===== config.mk =====
export PLATFORM = sky130hd
export DESIGN_NAME = lut_mux128
export DESIGN_NICKNAME = d
export VERILOG_FILES = /design/src/rtl/lut_mux_pkg.sv /design/src/rtl/lut3_cell.sv /design/src/rtl/lut_mux128.sv
export SDC_FILE = /design/constraint.sdc
export NUM_CORES = 1
export LEC_CHECK = 0
export CORE_AREA = 5 5 146 148
export DETAILED_ROUTE_END_ITERATION = 16
export DIE_AREA = 0 0 151 153
export GPL_TIMING_DRIVEN = 0
export PLACE_DENSITY_LB_ADDON = 0.15
export SLEW_MARGIN = 20
export SYNTH_ARGS = -nofsm -noshare
export SYNTH_HDL_FRONTEND = slang
export SYNTH_SLANG_ARGS = --single-unit
export TNS_END_PERCENT = 50

===== constraint.sdc =====
create_clock -name vclk -period 1.4
set_input_delay 0.21 -clock vclk [all_inputs]
set_output_delay 0.21 -clock vclk [all_outputs]
set_load 0.005 [all_outputs]

===== src/rtl/lut_mux_pkg.sv =====
// Shared constants for the LUT-based wide multiplexer.
package lut_mux_pkg;

    // LUT3 truth table for a 2:1 mux indexed by {I2=sel, I1=b, I0=a}:
    // low nibble (sel=0) passes I1 (4'hC), high nibble (sel=1) passes I0 (4'hA).
    localparam logic [7:0] LUT3_MUX_INIT = 8'hAC;

    // Default datapath width of the characterisation block.
    localparam int LUT_MUX_DEFAULT_WIDTH = 128;

endpackage : lut_mux_pkg


===== src/rtl/lut3_cell.sv =====
// Behavioural 3-input LUT: o = INIT[{i2,i1,i0}].
// Written as a tree of 2:1 selections so the flow can map it to one LUT3.
// When i2 is unknown and both cofactors agree, the known common value is kept.
module lut3_cell
    import lut_mux_pkg::*;
#(
    parameter logic [7:0] INIT = LUT3_MUX_INIT
) (
    input  logic i0,
    input  logic i1,
    input  logic i2,
    output logic o
);

    logic cof_lo;   // result for i2 = 0, table entries 0..3
    logic cof_hi;   // result for i2 = 1, table entries 4..7

    // Decode i1/i0 within each half of the truth table, then pick a half with i2.
    always_comb begin
        cof_lo = i1 ? (i0 ? INIT[3] : INIT[2]) : (i0 ? INIT[1] : INIT[0]);
        cof_hi = i1 ? (i0 ? INIT[7] : INIT[6]) : (i0 ? INIT[5] : INIT[4]);
        o      = i2 ? cof_hi : cof_lo;
    end

endmodule : lut3_cell


===== src/rtl/lut_mux128.sv =====
// 128-bit 2:1 multiplexer, y = c ? a : b, one LUT3 cell per bit.
// Purely combinational; clock and reset exist only for the harness interface.
module lut_mux128
    import lut_mux_pkg::*;
#(
    parameter int         WIDTH    = LUT_MUX_DEFAULT_WIDTH,
    parameter logic [7:0] LUT_INIT = LUT3_MUX_INIT
) (
    input  logic             clock,
    input  logic             reset,
    input  logic             c,
    input  logic [WIDTH-1:0] a,
    input  logic [WIDTH-1:0] b,
    output logic [WIDTH-1:0] y
);

    // The datapath holds no state, so the harness clock and reset are
    // deliberately left without a functional load.
    logic unused_harness;
    assign unused_harness = ^{clock, reset};

    // One LUT3 per bit; the select is broadcast to every cell.
    for (genvar gi = 0; gi < WIDTH; gi++) begin : g_bit
        lut3_cell #(
            .INIT (LUT_INIT)
        ) u_cell (
            .i0 (a[gi]),
            .i1 (b[gi]),
            .i2 (c),
            .o  (y[gi])
        );
    end

endmodule : lut_mux128


Figure 1. Congestion heat map (run 1).
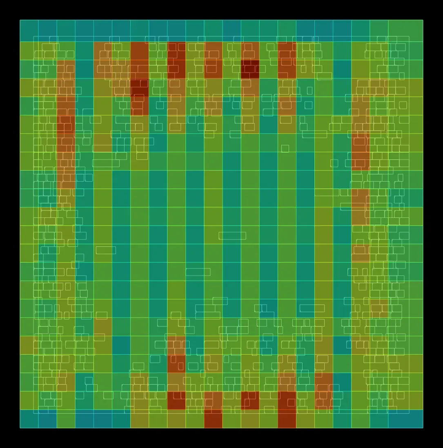
Total Routing Usage GR: 0.109
Final Util: 0.338

Figure 2. Nets reached from selected ports (run 1).
Scale: 3 px per µm.
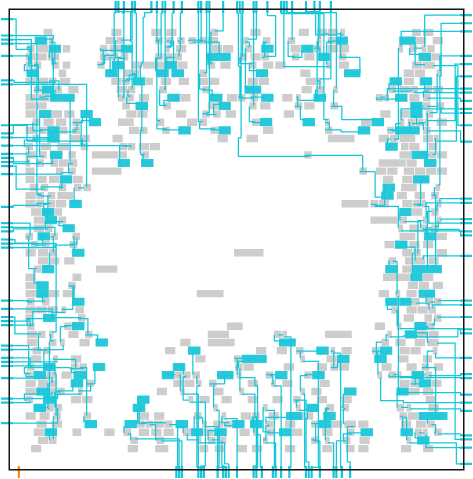
`y`: in cyan, bits 128, direction output, end cells 128, buffers 253, wire 4590 µm. `reset`: in orange, bits 1, direction input, end cells 0, buffers 0.

Figure 3. Cell classes on the final placement (run 1).
Scale: 2 px per µm.
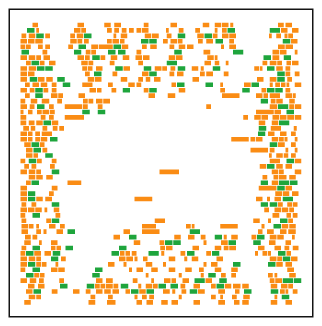
other buffers and delay cells: in orange, cells 547, share of their area 77%. all other logic: in green, cells 128, share of their area 23%.

==> flow_summary.ini, run 1 <==
; physical design summary
[layout]
fillers = 2100
fin_cells = 945
inv_count = 0
ff_latch_area_um2 = 0
areaGrowthSynthToFinish_pct = 161

[logic_synthesis]
common_cells = buf_4 (128), mux2_2 (128), clkbuf_8 (8), buf_6 (6)
avgSynthCellArea_um2 = 9.56
postSynthSeqShare = 0
ys_sh_simple = 0
syn_inst = 270
syn-num-nets = 529
synth-area-yosys_um2 = 2580
topCellsByArea = mux2_2 (56%), buf_4 (37%), clkbuf_8 (4.3%)
ys_types = 4

[setup_path]
slowest_stage = mux2_2
worstSetupPathType = input pin to primary output
startpoint_type = input pin
crit_required_ps = 1190
cp.depth = 7

[global_route]
grt_busiest_layer = met2
grt_start_max_net_pins = 11
grt_pass1_vias = 3634

[route]
routed_wl_um = 14400
drt_pass1_iterations = 3
drt-initial-drc-count = 8
wl_per_cell_um = 15.3

[sta]
hold_violations = 0
worst_slack_ps = -26.9
hold_slack_ps = 853
finalSetupViolCount = 3

[run_status]
status = complete, but fails checks
violations = setup timing

[pwr]
power_switching_share = 0.249
p_total_mw = 2.15
p_leak_nw = 3.05
p_clk_mw = 0
intPower_mw = 1.61
top_power_group = combinational logic

[floorplanning]
chip_area_um2 = 23100
io_pins = 387

[placed_design]
pre_cts_slack_ps = -446
routabilityCongestion = 0.777

[hold_path]
min-delay-path-class = input pin to primary output

[job]
max_cap_violations = 0
## Run 2: what changed since run 1
--- a/config.mk
+++ b/config.mk
@@ -5,12 +5,12 @@
 export SDC_FILE = /design/constraint.sdc
 export NUM_CORES = 1
 export LEC_CHECK = 0
-export CORE_AREA = 5 5 146 148
+export CORE_AREA = 5 5 148 150
 export DETAILED_ROUTE_END_ITERATION = 16
-export DIE_AREA = 0 0 151 153
+export DIE_AREA = 0 0 153 155
+export DONT_BUFFER_PORTS = 1
 export GPL_TIMING_DRIVEN = 0
 export PLACE_DENSITY_LB_ADDON = 0.15
-export SLEW_MARGIN = 20
 export SYNTH_ARGS = -nofsm -noshare
 export SYNTH_HDL_FRONTEND = slang
 export SYNTH_SLANG_ARGS = --single-unit
==> constraint.sdc (replaced) <==
create_clock -name vclk -period 1.6
set_input_delay 0.24 -clock vclk [all_inputs]
set_output_delay 0.24 -clock vclk [all_outputs]
set_load 0.005 [all_outputs]
Figure 4. The metal 1 layer (run 2).
Scale: 3 px per µm. Supply wires on this layer in gray.
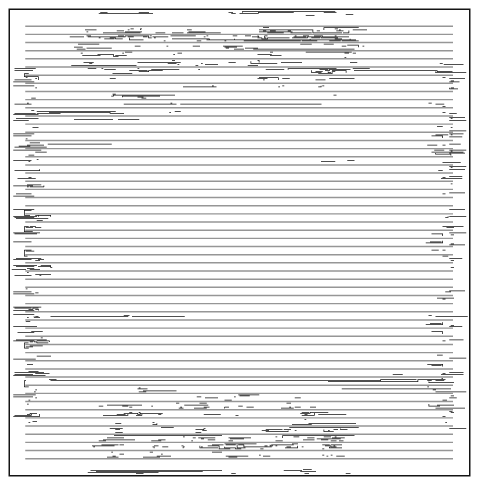
The longest straight run is 110 µm. The wires run mostly horizontal.
met1 GRT Util: 0.0595
Via Count: 1782
final wirelength: 9220 µm

Figure 5. Pin placement (run 2).
Scale: 3 px per µm. Pins as bars across the die edge, other pins in gray.
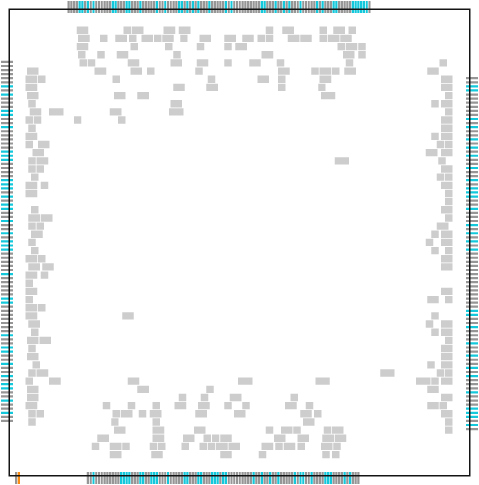
`reset`: in orange, pins 1, direction input, edge south. `y`: in cyan, pins 128, direction output, edge 35 north, 33 south, 31 west, 29 east.
All pins by edge: 110 north, 101 south, 89 west, 87 east.
IO Port Bufs: 0
die height: 155 µm
Chip Width: 153 µm

==> run 2 against run 1 <==
The run now ends clean. Final cell count down 42%. Non-clock buffer count shrank 405. Sequential share of layout area stayed put. Via count is 46% lower. Wire length down 36%. Global-route usage shrank 4.6 points. Worst setup slack better by 250 ps. Utilization shrank 20 points. Clock-buffer cell count unchanged. Flip-flop count stayed put. Synthesized area unchanged. Power decreased by 61%. Largest power group unchanged.
==> flow_summary.ini, run 2 <==
; physical design summary
[logic_synthesis]
common_cells = buf_4 (128), mux2_2 (128), clkbuf_8 (8), buf_6 (6)
syn_inst = 270
postSynthSeqShare = 0
topCellsByArea = mux2_2 (56%), buf_4 (37%), clkbuf_8 (4.3%)
avgSynthCellArea_um2 = 9.56
syn-num-nets = 529

[setup_path]
slowest_stage = mux2_2
worstSetupPathType = input pin to primary output
cp.depth = 4

[route]
wl_per_cell_um = 16.9
drt_pass1_iterations = 3

[layout]
ff_latch_area_um2 = 0
fin_cells = 547
fin_util = 0.142
fillers = 2331

[run_status]
status = complete, no violations

[global_route]
grt_pass1_vias = 2087
grt_busiest_layer = met2

[sta]
hold_violations = 0
hold_slack_ps = 694
finalSetupViolCount = 0

[pwr]
power_switching_share = 0.336
intPower_mw = 0.556
p_clk_mw = 0.000000168

[placed_design]
routabilityCongestion = 0.747

[floorplanning]
io_pins = 387
Power figures rest on the tool's default switching activity, not on a simulated workload.
